## src/rtl/rob_commit_if.sv

```systemverilog
// Bundle between the in-order commit engine and the ROB storage, allocator,
// store queue and free list. The master modport is the commit engine side.
interface rob_commit_if #(
  parameter int IDX_W  = 6,
  parameter int PREG_W = 6
);
  logic [IDX_W:0]  rob_tail;
  logic [IDX_W:0]  rob_head;
  logic [IDX_W-1:0] rd_idx0;
  logic [IDX_W-1:0] rd_idx1;
  logic            rd_complete0;
  logic            rd_complete1;
  logic            rd_is_store0;
  logic            rd_is_store1;
  logic [PREG_W-1:0] rd_old_dest0;
  logic [PREG_W-1:0] rd_old_dest1;
  logic [31:0]     rd_pc0;
  logic [31:0]     rd_pc1;
  logic            store_commit_req;
  logic [IDX_W-1:0] store_commit_idx;
  logic            store_commit_ack;
  logic [1:0]      retire_valid;
  logic [PREG_W-1:0] free_preg0;
  logic [PREG_W-1:0] free_preg1;
  logic [31:0]     retire_pc0;
  logic [31:0]     retire_pc1;
  logic [31:0]     retired_count;

  modport master (
    input  rob_tail, rd_complete0, rd_complete1, rd_is_store0, rd_is_store1,
           rd_old_dest0, rd_old_dest1, rd_pc0, rd_pc1, store_commit_ack,
    output rob_head, rd_idx0, rd_idx1, store_commit_req, store_commit_idx,
           retire_valid, free_preg0, free_preg1, retire_pc0, retire_pc1,
           retired_count
  );

  modport slave (
    output rob_tail, rd_complete0, rd_complete1, rd_is_store0, rd_is_store1,
           rd_old_dest0, rd_old_dest1, rd_pc0, rd_pc1, store_commit_ack,
    input  rob_head, rd_idx0, rd_idx1, store_commit_req, store_commit_idx,
           retire_valid, free_preg0, free_preg1, retire_pc0, retire_pc1,
           retired_count
  );
endinterface

```

## src/rtl/rob_commit.sv

```systemverilog
// In-order ROB retire engine: retires up to two completed entries per cycle
// and serialises store commits through a req/ack handshake with the store queue.
module rob_commit #(
  parameter int ROB_DEPTH = 64,
  parameter int IDX_W     = 6,
  parameter int PREG_W    = 6
) (
  input  logic clk,
  input  logic rst,
  rob_commit_if.master rif
);

  typedef enum logic {
    RUN        = 1'b0,
    STORE_WAIT = 1'b1
  } state_t;

  state_t          state_q;
  logic [IDX_W:0]  head_q;
  logic [IDX_W:0]  occ;
  logic            elig0;
  logic            take1;

  // Wrap bit in the MSB makes full (occ==ROB_DEPTH) distinct from empty.
  assign occ   = rif.rob_tail - head_q;
  assign elig0 = (occ != '0) && rif.rd_complete0;
  assign take1 = (occ >= (IDX_W+1)'(2)) && rif.rd_complete1 && !rif.rd_is_store1;

  assign rif.rd_idx0  = head_q[IDX_W-1:0];
  assign rif.rd_idx1  = head_q[IDX_W-1:0] + IDX_W'(1);
  assign rif.rob_head = head_q;

  always_ff @(posedge clk or posedge rst) begin
    if (rst) begin
      state_q              <= RUN;
      head_q               <= '0;
      rif.retire_valid     <= '0;
      rif.free_preg0       <= '0;
      rif.free_preg1       <= '0;
      rif.retire_pc0       <= '0;
      rif.retire_pc1       <= '0;
      rif.store_commit_req <= 1'b0;
      rif.store_commit_idx <= '0;
      rif.retired_count    <= '0;
    end else begin
      // NOTE: non-blocking default first; a later assignment in the same block
      // overrides it, so retire_valid pulses for exactly the cycles that retire.
      rif.retire_valid <= 2'b00;
      unique case (state_q)
        RUN: begin
          if (elig0 && !rif.rd_is_store0) begin
            rif.retire_valid <= {take1, 1'b1};
            rif.free_preg0   <= rif.rd_old_dest0;
            rif.retire_pc0   <= rif.rd_pc0;
            if (take1) begin
              rif.free_preg1 <= rif.rd_old_dest1;
              rif.retire_pc1 <= rif.rd_pc1;
            end
            head_q            <= head_q + (take1 ? (IDX_W+1)'(2) : (IDX_W+1)'(1));
            rif.retired_count <= rif.retired_count + (take1 ? 32'd2 : 32'd1);
          end else if (elig0) begin
            // The store retires only once the store queue has taken it.
            rif.store_commit_req <= 1'b1;
            rif.store_commit_idx <= rif.rd_idx0;
            state_q              <= STORE_WAIT;
          end
        end
        STORE_WAIT: begin
          if (rif.store_commit_ack) begin
            rif.retire_valid     <= 2'b01;
            rif.free_preg0       <= rif.rd_old_dest0;
            rif.retire_pc0       <= rif.rd_pc0;
            head_q               <= head_q + (IDX_W+1)'(1);
            rif.retired_count    <= rif.retired_count + 32'd1;
            rif.store_commit_req <= 1'b0;
            state_q              <= RUN;
          end
        end
        default: state_q <= RUN;
      endcase
    end
  end

endmodule

```

## src/flat_wrapper.sv

```systemverilog
// flat-port wrapper written by rule: the top's interface ports become plain ports
module rob_commit_flat 
#(
  parameter int ROB_DEPTH = 64,
  parameter int IDX_W     = 6,
  parameter int PREG_W    = 6
)
  (clk, rst, rif_rob_tail, rif_rd_complete0, rif_rd_complete1, rif_rd_is_store0, rif_rd_is_store1, rif_rd_old_dest0, rif_rd_old_dest1, rif_rd_pc0, rif_rd_pc1, rif_store_commit_ack, rif_rob_head, rif_rd_idx0, rif_rd_idx1, rif_store_commit_req, rif_store_commit_idx, rif_retire_valid, rif_free_preg0, rif_free_preg1, rif_retire_pc0, rif_retire_pc1, rif_retired_count);
  rob_commit_if #(.IDX_W(IDX_W), .PREG_W(PREG_W)) rif_i ();
  input  logic clk;
  input  logic rst;
  input wire logic [$bits(rif_i.rob_tail)-1:0] rif_rob_tail;
  input wire logic [$bits(rif_i.rd_complete0)-1:0] rif_rd_complete0;
  input wire logic [$bits(rif_i.rd_complete1)-1:0] rif_rd_complete1;
  input wire logic [$bits(rif_i.rd_is_store0)-1:0] rif_rd_is_store0;
  input wire logic [$bits(rif_i.rd_is_store1)-1:0] rif_rd_is_store1;
  input wire logic [$bits(rif_i.rd_old_dest0)-1:0] rif_rd_old_dest0;
  input wire logic [$bits(rif_i.rd_old_dest1)-1:0] rif_rd_old_dest1;
  input wire logic [$bits(rif_i.rd_pc0)-1:0] rif_rd_pc0;
  input wire logic [$bits(rif_i.rd_pc1)-1:0] rif_rd_pc1;
  input wire logic [$bits(rif_i.store_commit_ack)-1:0] rif_store_commit_ack;
  output wire logic [$bits(rif_i.rob_head)-1:0] rif_rob_head;
  output wire logic [$bits(rif_i.rd_idx0)-1:0] rif_rd_idx0;
  output wire logic [$bits(rif_i.rd_idx1)-1:0] rif_rd_idx1;
  output wire logic [$bits(rif_i.store_commit_req)-1:0] rif_store_commit_req;
  output wire logic [$bits(rif_i.store_commit_idx)-1:0] rif_store_commit_idx;
  output wire logic [$bits(rif_i.retire_valid)-1:0] rif_retire_valid;
  output wire logic [$bits(rif_i.free_preg0)-1:0] rif_free_preg0;
  output wire logic [$bits(rif_i.free_preg1)-1:0] rif_free_preg1;
  output wire logic [$bits(rif_i.retire_pc0)-1:0] rif_retire_pc0;
  output wire logic [$bits(rif_i.retire_pc1)-1:0] rif_retire_pc1;
  output wire logic [$bits(rif_i.retired_count)-1:0] rif_retired_count;
  assign rif_i.rob_tail = rif_rob_tail;
  assign rif_i.rd_complete0 = rif_rd_complete0;
  assign rif_i.rd_complete1 = rif_rd_complete1;
  assign rif_i.rd_is_store0 = rif_rd_is_store0;
  assign rif_i.rd_is_store1 = rif_rd_is_store1;
  assign rif_i.rd_old_dest0 = rif_rd_old_dest0;
  assign rif_i.rd_old_dest1 = rif_rd_old_dest1;
  assign rif_i.rd_pc0 = rif_rd_pc0;
  assign rif_i.rd_pc1 = rif_rd_pc1;
  assign rif_i.store_commit_ack = rif_store_commit_ack;
  assign rif_rob_head = rif_i.rob_head;
  assign rif_rd_idx0 = rif_i.rd_idx0;
  assign rif_rd_idx1 = rif_i.rd_idx1;
  assign rif_store_commit_req = rif_i.store_commit_req;
  assign rif_store_commit_idx = rif_i.store_commit_idx;
  assign rif_retire_valid = rif_i.retire_valid;
  assign rif_free_preg0 = rif_i.free_preg0;
  assign rif_free_preg1 = rif_i.free_preg1;
  assign rif_retire_pc0 = rif_i.retire_pc0;
  assign rif_retire_pc1 = rif_i.retire_pc1;
  assign rif_retired_count = rif_i.retired_count;
  rob_commit #(.ROB_DEPTH(ROB_DEPTH), .IDX_W(IDX_W), .PREG_W(PREG_W)) u_core (.clk(clk), .rst(rst), .rif(rif_i));
endmodule
```

## config.mk

```make
export PLATFORM = sky130hd
export DESIGN_NAME = rob_commit_flat
export DESIGN_NICKNAME = d
export VERILOG_FILES = /design/src/rtl/rob_commit_if.sv /design/src/rtl/rob_commit.sv /design/src/flat_wrapper.sv
export SDC_FILE = /design/constraint.sdc
export NUM_CORES = 1
export LEC_CHECK = 0
export ABC_AREA = 1
export CELL_PAD_IN_SITES_DETAIL_PLACEMENT = 0
export CELL_PAD_IN_SITES_GLOBAL_PLACEMENT = 1
export CORE_ASPECT_RATIO = 2
export CORE_MARGIN = 2
export CORE_UTILIZATION = 29
export CTS_BUF_LIST = sky130_fd_sc_hd__clkbuf_4 sky130_fd_sc_hd__clkbuf_8 sky130_fd_sc_hd__clkbuf_16
export DETAILED_ROUTE_END_ITERATION = 7
export PLACE_DENSITY = 0.83
export SYNTH_ARGS = -nofsm -noshare
export SYNTH_HDL_FRONTEND = slang
export SYNTH_SLANG_ARGS = --single-unit
```

## constraint.sdc

```tcl
create_clock -name clk -period 4.4 [get_ports clk]
set_input_delay 0.88 -clock clk [delete_from_list [all_inputs] [get_ports clk]]
set_output_delay 0.88 -clock clk [all_outputs]
set_load 0.02 [all_outputs]
```

Fig. 1: the metal 1 layer
The bar under the picture is 20 um long. Supply wires on this layer in gray.
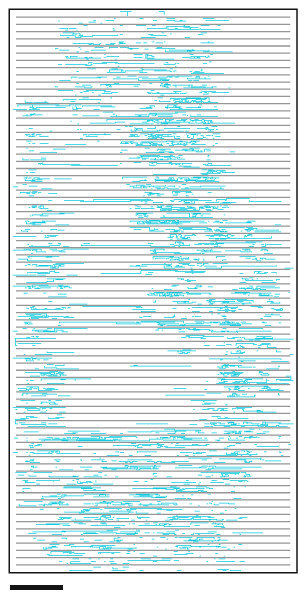
longest straight run = 28.5 um
wire length on this layer = 6,980 um
main direction = horizontal
nets with wire on the layer = 961
share of all routed wire = 35%
met1 Usage GRT: 17.9%
via count of the routed design: 5,875

Fig. 2: the metal 2 layer
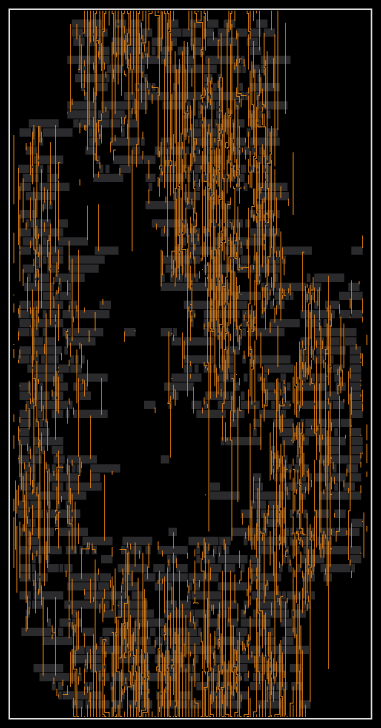
wire length on this layer = 11,200 um
longest straight run = 64.6 um
share of all routed wire = 56%
nets with wire on the layer = 881
GR met2 Demand/Resource: 33.7%
sum of routed wire length over all layers: 20.0 mm

==> qor.yml <==
synthesis:
  top_cells_by_area: "sky130_fd_sc_hd__dfrtp_1 (50%), sky130_fd_sc_hd__nand2_1 (20%), sky130_fd_sc_hd__inv_1 (3.6%)"
  top_cell_area_share_pct: 49.8
  synth_adder_area_share_pct: 2.51
  synth_area_um2: 6280
  ys_async_sr_fraction_pct: 100
  synth_top_flop_cell: "sky130_fd_sc_hd__dfrtp_1"
  seq_cells_post_synth: 125
  ys_seq_share_pct: 49.8
  syn_area_per_cell_um2: 8.14
  synth_compound_gate_area_share_pct: 5.26
  yosys.area_share.simple_pct: 32.7
  top_cells_by_count: "sky130_fd_sc_hd__nand2_1 (333), sky130_fd_sc_hd__dfrtp_1 (125), sky130_fd_sc_hd__inv_1 (60)"
  yosys_warnings: 0
  yosysUniqueCellTypes: 42
  xor_share_pct: 2.65
  edf_count: 0
run:
  drv.max_cap_violation_count: 0
  openroad.warnings: 26
sta:
  rsz_0062_raised_after_global_routing: "no"
  slew_viol_final: 0
  timing.final.crit_share_pct: 83.3
  finalHoldViolCount: 0
  final.hold.worst_slack_ns: 0.466
  slew-limit-headroom_pct: 58.5
  final.setup.tns_ns: 0
floorplanning:
  initial_utilization_pct: 29.4
  die_height_um: 212
  num_rows: 76
  floorplan.tapcells: 273
  chipArea_um2: 22900
clock_tree:
  cts_tree: "done"
  cts.sink_count: 125
  cts-hold-fix-buffers: 0
  cts_repair_resize_count: 0
  insertion_delay_at_the_late_pin_of_the_worst_skew_pair_ns: 0.42
  postCtsSetupRepairBufs: 0
  cts.path.max_buffers: 2
  ctsRootBufferMaster: "sky130_fd_sc_hd__clkbuf_16"
worst_setup_path:
  critical_path.startpoint_type: "input port"
  cp_num_buf_inv: 4
  crit_path_start: "rif_rob_tail[0]"
  critical_path.reg2reg.startpoint: "u_core.rif.rob_head[0]"
  timing.rr.end: "u_core.rif.retired_count[30]"
  critPathCapture: "u_core.rif.retired_count[30]"
  setup.worst_path.end_class: "flop"
  timing.critical_path.mode_cell: "sky130_fd_sc_hd__nand2_1"
  cp.depth: 22
  critical_path.top_delay_family: "simple AND/OR/NAND/NOR gates"
  cp_slowest_cell: "sky130_fd_sc_hd__clkdlybuf4s50_1"
final_layout:
  total_nets_final: 1095
  comb_cells: 552
  share_of_layout_cells_above_drive_strength_1_pct: 7.36
  area.combinational_um2: 2710
  clkCellAreaFrac_pct: 6.74
  number_of_buffers_outside_the_clock_class_in_the_layout: 234
  fin_cells: 1280
  fin_area_um2: 9400
  signal_inverters: 63
  top_area_cell_class: "registers"
  combAreaFraction_pct: 28.8
  numSequentialCells: 125
  non_clock_buffer_area_fraction_after_layout_pct: 24.9
  layout.cells.most_common: "sky130_fd_sc_hd__nand2_1"
  ff_latch_area_um2: 3130
global_routing:
  global_route_usage_sum_pct: 18.1
  grt_overflow_total: 0
  grt_antenna_before_repair: 1
placed_design:
  post_detailed_placement_half_perimeter_wirelength_mm: 14.9
  routabilityCongestion: 0.921
  portBuffers: 225
  dpl_worst_slack_ns: 0.331
  detailed_place.area_um2: 8760
drt:
  drc: 0
  drt-pass1-iter-count: 6
  maxUsedRoutingLayer: "met4"
  post_dr_vias_cell: 4.59
  detail_route.wirelength.met1_mm: 6.98
  ant_nets: 0
  wl_met3_um: 989
power_and_ir_drop:
  power_report.internal_total_w: 0.00348
  power_clock_w: 0.00151
  power_density_over_the_cells_nw_per_um2: 598
  dominant_power_group: "combinational cells"
  p_leak_nw: 4.32
min_path:
  hold-path-endpoint: "u_core.rif.retire_pc0[14]"
  hold_sp: "u_core.rif.retire_pc0[14]"
outcome:
  run_status: "completed"
Fig. 3: M3 wires
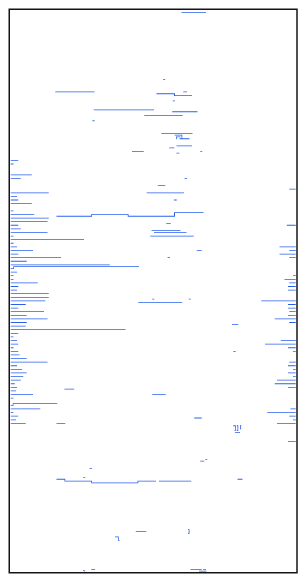
longest straight run = 47.2 um
wire length on this layer = 990 um
share of all routed wire = 4.9%
global-route track usage on met3: 4.60%

